Design adder_pipe, sky130hd; sources not shown.
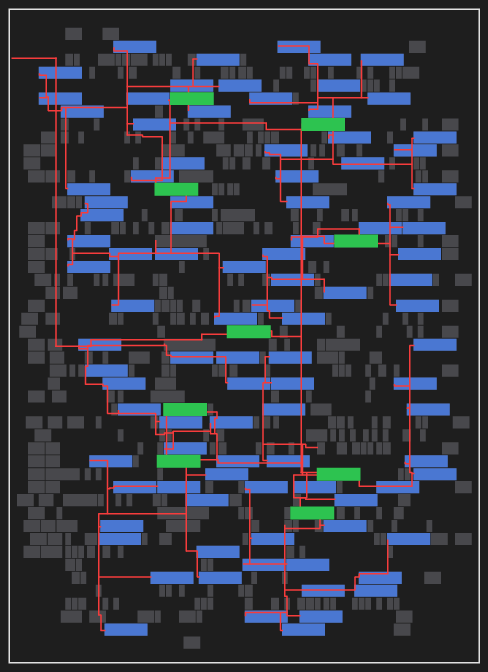
Figure 1: routed clock nets over the placement.
[flip-flops] blue | count: 97
[clock-net drivers] green | count: 9
[clock wires] red | length: 1210 um
flops lie: all over the die
routed clock nets: 10
clock network power: 1.12 mW
Clock power frac: 0.320
Clock Skew: 0.00625 ns
insertion delay to the later sink of the worst-skew pair: 0.34 ns

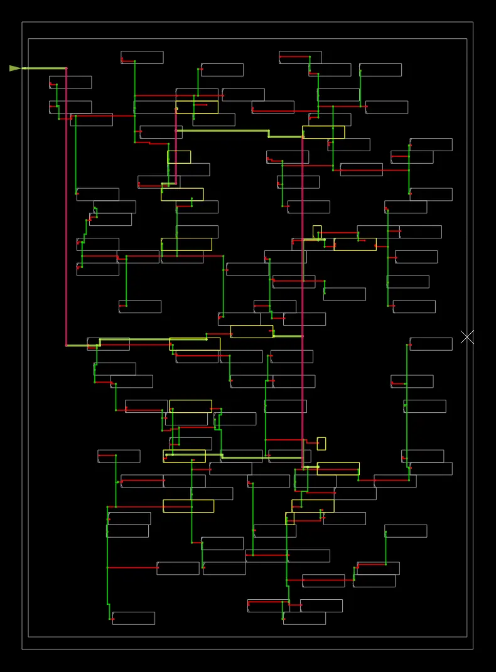
Figure 2: clock nets.
cts bufs inserted: 9
# clk buffers: 10
# clock sinks: 97

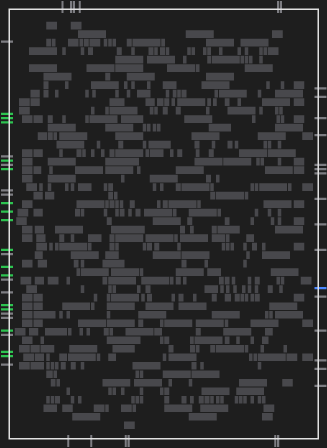
Figure 3: pin placement.
Pins as bars across the die edge, other pins in grey.
| port | colour | pins | direction | edge |
|---|---|---|---|---|
| b | green | 16 | input | left |
| ovf | blue | 1 | output | right |
DIE HEIGHT: 137 um
Buffers on Ports: 55

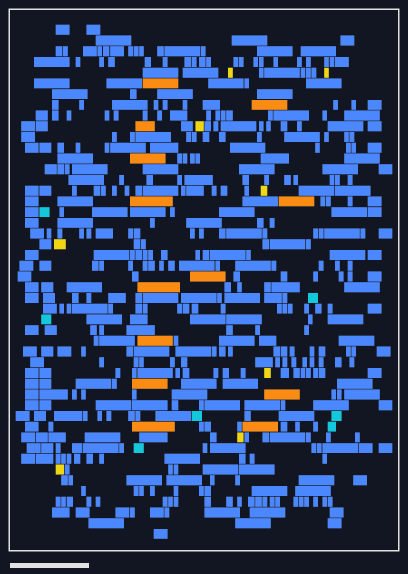
Figure 4: cell sizes after repair.
Scale bar: 20 um.
| size | colour | cells | share | most used |
|---|---|---|---|---|
| x6 and larger | orange | 13 | 2.5% | clkbuf_16 |
| x2 | yellow | 8 | 1.5% | clkinv_2 |
| x3 and x4 | cyan | 7 | 1.3% | buf_4 |
| x1 and smaller | blue | 491 | 95% | nand2_1 |
Final Cell Area: 0.00529 mm^2
Layout Area Growth over Synthesis: 19.6%

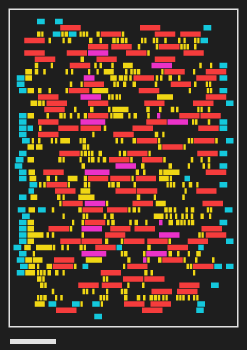
Figure 5: cells coloured by class.
Scale bar: 20 um.
| class | colour | cells | share of their area |
|---|---|---|---|
| registers | red | 97 | 48% |
| clock drivers and dummy loads | magenta | 16 | 6.7% |
| remaining logic cells | yellow | 345 | 34% |
| remaining buffers and delay cells | cyan | 61 | 12% |
core area: 0.0125 mm^2
final core occ: 0.423
Seq/total area: 0.459

==> qor.txt <==
Final ANT Viol Nets: 0
Seq share, synth: 0.549
Worst-Margin Slew: 0.966 ns
Peak VDD IR: 0.000223 V
critical path cell sequence: clkdlybuf4s50_1
Final setup viols: 0
distinct lib cells: 23
Top cell excl fill/tap: nand2_1
endpoint class of the critical path: primary output
postcts setup bufs: 0
seq pwr: 1.42 mW
outcome: finished, violations left
Yosys Warn Count: 0
startpoint types: flop
Comb. pwr: 0.957 mW
tap cells: 150
Max clock buf depth: 2
tool warnings: 26
RSZ-0062 raised after global routing: false
worst endpoint required time: 3.15 ns
WHS: 0.444 ns
mean routed wirelength per cell: 11.6 um
row count: 48
num ports: 56
first-pass GRT wire length: 13400 um
Synth flops: 97
met2 routed WL: 3470 um
Overall Power: 3.49 mW
GRT met1 Usage: 0.164
dpl cell area: 0.00494 mm^2
Reg2Reg Depth: 8
Arrival @ worst endpoint: 1.83 ns
gp weighted congestion: 0.761
Init Core Util: 0.354
DR WL met3: 238 um
# diodes: 0
mapped cell area: 0.00442 mm^2
GRT Util Overall: 0.127
largest power group: sequential cells
largest net degree at the start of global routing: 50
Pint: 2.31 mW
# DRC: 1
CP max-delay cell: clkdlybuf4s50_1
Reg power frac: 0.406
1st-iter DRT viols: 108
min Tclk post-route: 2.18 ns
gr busiest metal: met2
Synthesized Nets: 534
Worst Path Max Fanout: 2
DR vias: 2913
Die X: 98.4 um
adder share: 0.0702
failing checks: DRC
delay-heaviest family, CP: buffers and inverters
Max Cap Viol: 0
post-CTS sizing: 0
cell kind with the greatest summed area: registers
Global Route met2 Usage: 0.203
placed insts: 653
GR Util met3: 0.0266
No activity file was given, so power comes from the tool's default toggle rates.
